Signal metal coverage by tile:
Bar = 50 µm. 17 x 29 tiles, from dark blue (low) to red (high), scaled to the fullest tile. Values are wire area over tile area, all layers added.
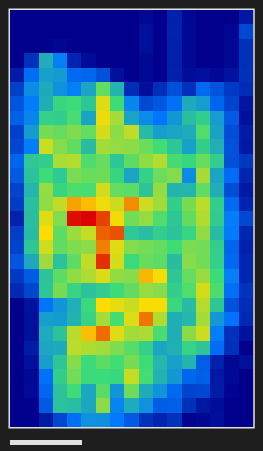
Placement by cell class:
Fill, decap, tap and diode cells in grey.
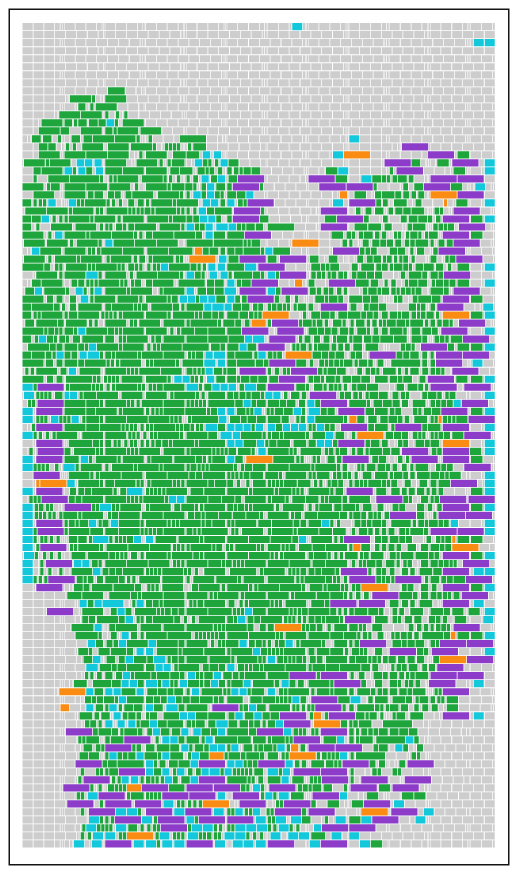
Met1 routing:
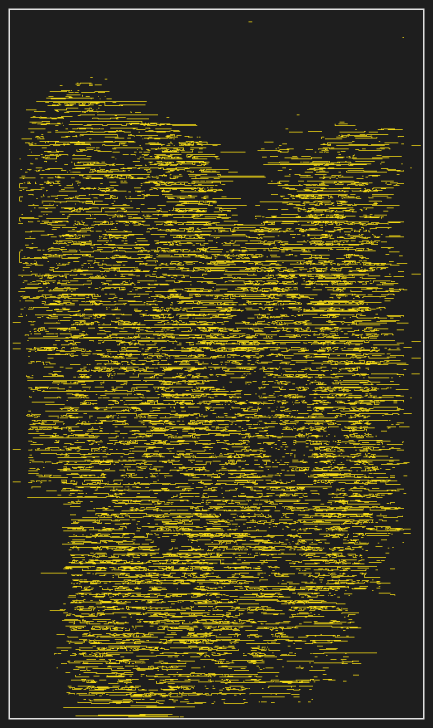
### src/rtl/dsp_mac_unit.sv
// Pipelined signed multiply-accumulate with optional pre-adder.
// Accumulates ACC_LEN products per frame and presents each frame sum on P with an overflow flag.
module dsp_mac_unit #(
   parameter int A_WIDTH  = 18,
   parameter int B_WIDTH  = 18,
   parameter int P_WIDTH  = 48,
   parameter int ACC_LEN  = 16,
   parameter int SATURATE = 1
) (
   input  logic                       CLK,
   input  logic                       RST,
   input  logic                       IN_VALID,
   output logic                       IN_READY,
   input  logic signed [A_WIDTH-1:0]  A,
   input  logic signed [B_WIDTH-1:0]  B,
   input  logic signed [B_WIDTH-1:0]  D,
   input  logic                       PREADD_EN,
   input  logic                       PRE_SUB,
   input  logic                       ACC_SUB,
   output logic                       OUT_VALID,
   input  logic                       OUT_READY,
   output logic signed [P_WIDTH-1:0]  P,
   output logic                       OVERFLOW,
   output logic                       BUSY
);

   localparam int PRE_W  = B_WIDTH + 1;
   localparam int PROD_W = A_WIDTH + B_WIDTH + 1;
   localparam int SUM_W  = P_WIDTH + 1;
   localparam int CNT_W  = (ACC_LEN > 1) ? $clog2(ACC_LEN) : 1;
   localparam logic [CNT_W-1:0] LAST_CNT = CNT_W'(ACC_LEN - 1);
   localparam logic signed [P_WIDTH-1:0] P_MAX = {1'b0, {(P_WIDTH-1){1'b1}}};
   localparam logic signed [P_WIDTH-1:0] P_MIN = {1'b1, {(P_WIDTH-1){1'b0}}};

   logic en;
   logic accept;
   logic [CNT_W-1:0] count;

   logic                      s1_valid, s1_last, s1_first;
   logic signed [A_WIDTH-1:0] s1_a;
   logic signed [B_WIDTH-1:0] s1_b, s1_d;
   logic                      s1_pe, s1_ps, s1_as;

   logic                      s2_valid, s2_last, s2_first, s2_as;
   logic signed [PROD_W-1:0]  s2_prod;

   logic                      s3_valid, s3_last;
   logic signed [P_WIDTH-1:0] acc;
   logic                      acc_ovf;

   logic signed [PRE_W-1:0]   pre_c;
   logic signed [PROD_W-1:0]  prod_c;
   logic signed [P_WIDTH-1:0] base_c;
   logic signed [SUM_W-1:0]   sum_w;
   logic                      step_ovf;
   logic signed [P_WIDTH-1:0] sum_sel;

   // A stalled output freezes the entire pipeline, so nothing is ever dropped.
   assign en       = !(OUT_VALID && !OUT_READY);
   assign IN_READY = en;
   assign accept   = IN_VALID && en;
   assign BUSY     = (count != '0) || s1_valid || s2_valid || s3_valid;

   assign pre_c  = s1_pe ? (s1_ps ? PRE_W'(s1_d) - PRE_W'(s1_b)
                                  : PRE_W'(s1_d) + PRE_W'(s1_b))
                         : PRE_W'(s1_b);
   assign prod_c = PROD_W'(s1_a) * PROD_W'(pre_c);

   // One guard bit above the accumulator exposes signed overflow of each step.
   assign base_c   = s2_first ? '0 : acc;
   assign sum_w    = s2_as ? SUM_W'(base_c) - SUM_W'(s2_prod)
                           : SUM_W'(base_c) + SUM_W'(s2_prod);
   assign step_ovf = sum_w[SUM_W-1] != sum_w[SUM_W-2];
   assign sum_sel  = (SATURATE != 0 && step_ovf) ? (sum_w[SUM_W-1] ? P_MIN : P_MAX)
                                                 : sum_w[P_WIDTH-1:0];

   always_ff @(posedge CLK or posedge RST) begin
      if (RST) begin
         count     <= '0;
         s1_valid  <= 1'b0;
         s1_last   <= 1'b0;
         s1_first  <= 1'b0;
         s1_a      <= '0;
         s1_b      <= '0;
         s1_d      <= '0;
         s1_pe     <= 1'b0;
         s1_ps     <= 1'b0;
         s1_as     <= 1'b0;
         s2_valid  <= 1'b0;
         s2_last   <= 1'b0;
         s2_first  <= 1'b0;
         s2_as     <= 1'b0;
         s2_prod   <= '0;
         s3_valid  <= 1'b0;
         s3_last   <= 1'b0;
         acc       <= '0;
         acc_ovf   <= 1'b0;
         OUT_VALID <= 1'b0;
         P         <= '0;
         OVERFLOW  <= 1'b0;
      end else if (en) begin
         if (accept)
            count <= (count == LAST_CNT) ? '0 : count + 1'b1;

         s1_valid <= accept;
         s1_last  <= accept && (count == LAST_CNT);
         s1_first <= accept && (count == '0);
         s1_a     <= A;
         s1_b     <= B;
         s1_d     <= D;
         s1_pe    <= PREADD_EN;
         s1_ps    <= PRE_SUB;
         s1_as    <= ACC_SUB;

         s2_valid <= s1_valid;
         s2_last  <= s1_last;
         s2_first <= s1_first;
         s2_as    <= s1_as;
         s2_prod  <= prod_c;

         s3_valid <= s2_valid;
         s3_last  <= s2_valid && s2_last;
         if (s2_valid) begin
            acc     <= sum_sel;
            acc_ovf <= (s2_first ? 1'b0 : acc_ovf) | step_ovf;
         end

         OUT_VALID <= s3_valid && s3_last;
         if (s3_valid && s3_last) begin
            P        <= acc;
            OVERFLOW <= acc_ovf;
         end
      end
   end

endmodule

### config.mk
export PLATFORM = sky130hd
export DESIGN_NAME = dsp_mac_unit
export DESIGN_NICKNAME = d
export VERILOG_FILES = /design/src/rtl/dsp_mac_unit.sv
export SDC_FILE = /design/constraint.sdc
export NUM_CORES = 2
export LEC_CHECK = 0
export CORE_ASPECT_RATIO = 1.75
export CORE_MARGIN = 4
export CORE_UTILIZATION = 57
export DETAILED_ROUTE_END_ITERATION = 10
export PLACE_DENSITY = 0.9
export SETUP_SLACK_MARGIN = 0.5
export SYNTH_ARGS = -nofsm -noshare
export SYNTH_HDL_FRONTEND = slang
export SYNTH_SLANG_ARGS = --single-unit
### constraint.sdc
create_clock -name CLK -period 8.3 [get_ports CLK]
set_input_delay 2.075 -clock CLK [delete_from_list [all_inputs] [get_ports CLK]]
set_output_delay 2.075 -clock CLK [all_outputs]
set_load 0.05 [all_outputs]
==> impl_metrics.csv <==
group,metric,value,unit
drt,dr.pass1.iters,10,
finish,reg_top3,"P (48), acc (48), s2_prod (37)",
drt,drc,0,
synth,synthDistinctLibCells,83,
floorplan,die_y,289.9,µm
synth,edf_count,0,
synth,synthTopCellsByCount,"nand2_1, inv_1, fa_1, dfrtp_1, a21oi_1",
synth,ff_type,"dfrtp_1",
synth,yosys_area,25890,µm²
sta,fin_setup_tns,-13.16,ns
clock_tree,postCtsSetupRepairBufs,34,
clock_tree,insertion_delay,0.55,ns
finish,utilization,68.15,%
critical_path,cp-start-kind,"flip-flop",
drt,drt-total-wl,80.04,mm
sta,fin_ws,-1.071,ns
critical_path,worst-endpoint-required,8.72,ns
critical_path,slowest_delay,0.66,ns
drt,routedWlPerCell,21.15,µm
grt,gr-max-usage-layer,"met2",
grt,grt_pass1_wl,120.9,mm
drt,antenna_left,0,
critical_path,crit_path_start,"s1_b[3]",
sta,setup_viol_count_final,20,
critical_path,r2r_cells,35,
finish,final.fill_count,2901,
synth,avgSynthCellArea,8.799,µm²
flow_run,tool_warnings,31,
drt,wl_met1,24.62,mm
synth,muxShareOfSynthArea,2.755,%
floorplan,core_area,44980,µm²
critical_path,cp_max_fo,4,
critical_path,slowest_stage,"fa_1",
place,place_hpwl,54.68,mm
grt,antenna_found_initial,3,
critical_path,cp_top_family,"adder cells",
drt,drtIter0Drc,2221,
sta,holdWs,0.4798,ns
synth,ys_ff,206,
drt,wl_met2,40.70,mm
clock_tree,clock_path_buffers,3,
critical_path,critPathKind,"reg2reg",
synth,synth.top_cells.by_area,"fa_1, dfrtp_1, ha_1",
outcome,violations,"negative setup slack",
clock_tree,cts.repair.resized,68,
place,place_area,28880,µm²
sta,max_slew.worst_pin.slew,1.184,ns
outcome,status,"finished with violations",
grt,met1_usage,30.63,%
synth,ys_async_sr_fraction,100.0,%
critical_path,rrSetupSlack,-1.07,ns
synth,ys_cells,2942,
drt,viasPerCell,6.095,
clock_tree,clk_pin_slew_worst_paths,0.07,ns
grt,grt_pass1_vias,24510,
critical_path,path_depth,35,
drt,routed-wl-met3,5.737,mm
floorplan,core_util_floorplan,57.55,%
finish,final_layout_size_suffix_gt1_share,15.84,%
clock_tree,root_buffer,"clkbuf_16",
sta,drv_slew,0,
floorplan,rows,103,
grt,grt_max_degree,90,
clock_tree,cts_hold_buffers,0,
grt,met2_usage,55.90,%
clock_tree,h-tree-depth,1,
synth,fp_nets,3510,
place,post-place-cells,3692,
finish,final_area,30650,µm²
grt,gr-total-overflow,0,
critical_path,critPathArrivalTime,9.79,ns
finish,nNetsFinal,3761,
synth,simple_gate_area_share,17.27,%
critical_path,cp_num_buf_inv,5,
## Picture notes: 'signal metal coverage by tile'
The emptiest ninth of the die: top right. The fullest tile reaches 0.86. The densest ninth of the die: middle.

## Picture notes: 'placement by cell class'
Key: orange = clock drivers and dummy loads [cells 37]; cyan = remaining buffers and delay cells [cells 360]; purple = registers [cells 206]; green = remaining logic cells [cells 2604]

## Picture notes: 'met1 routing'
The layer carries 24.6 mm of wire. 3503 nets have wire on it. The wires run mostly horizontal. The longest straight run is 66.2 µm.

==> cells in the final DEF, fill, tap and decap left out, types with 86 or more instances in the layout <==
cell type        instances
a21oi_1                152
and2_1                 126
buf_4                  223
clkdlybuf4s50_1        112
dfrtp_1                206
fa_1                   334
ha_1                   149
inv_1                  413
nand2_1                451
nor2_1                 110
nor2b_1                 86
o21ai_0                100
xnor2_1                113
==> final cells by class <==
type	instances	area (µm²)	share of cell area [%]
Multi-Input combinational cell	2173	19400	63.30
Sequential cell	206	5155	16.82
Timing Repair Buffer	360	3087	10.07
Inverter	431	1635	5.335
Tap cell	577	721.9	2.355
Clock buffer	28	581.8	1.898
Clock inverter	9	66.31	0.2163
Antenna cell	1	2.502	0.008164
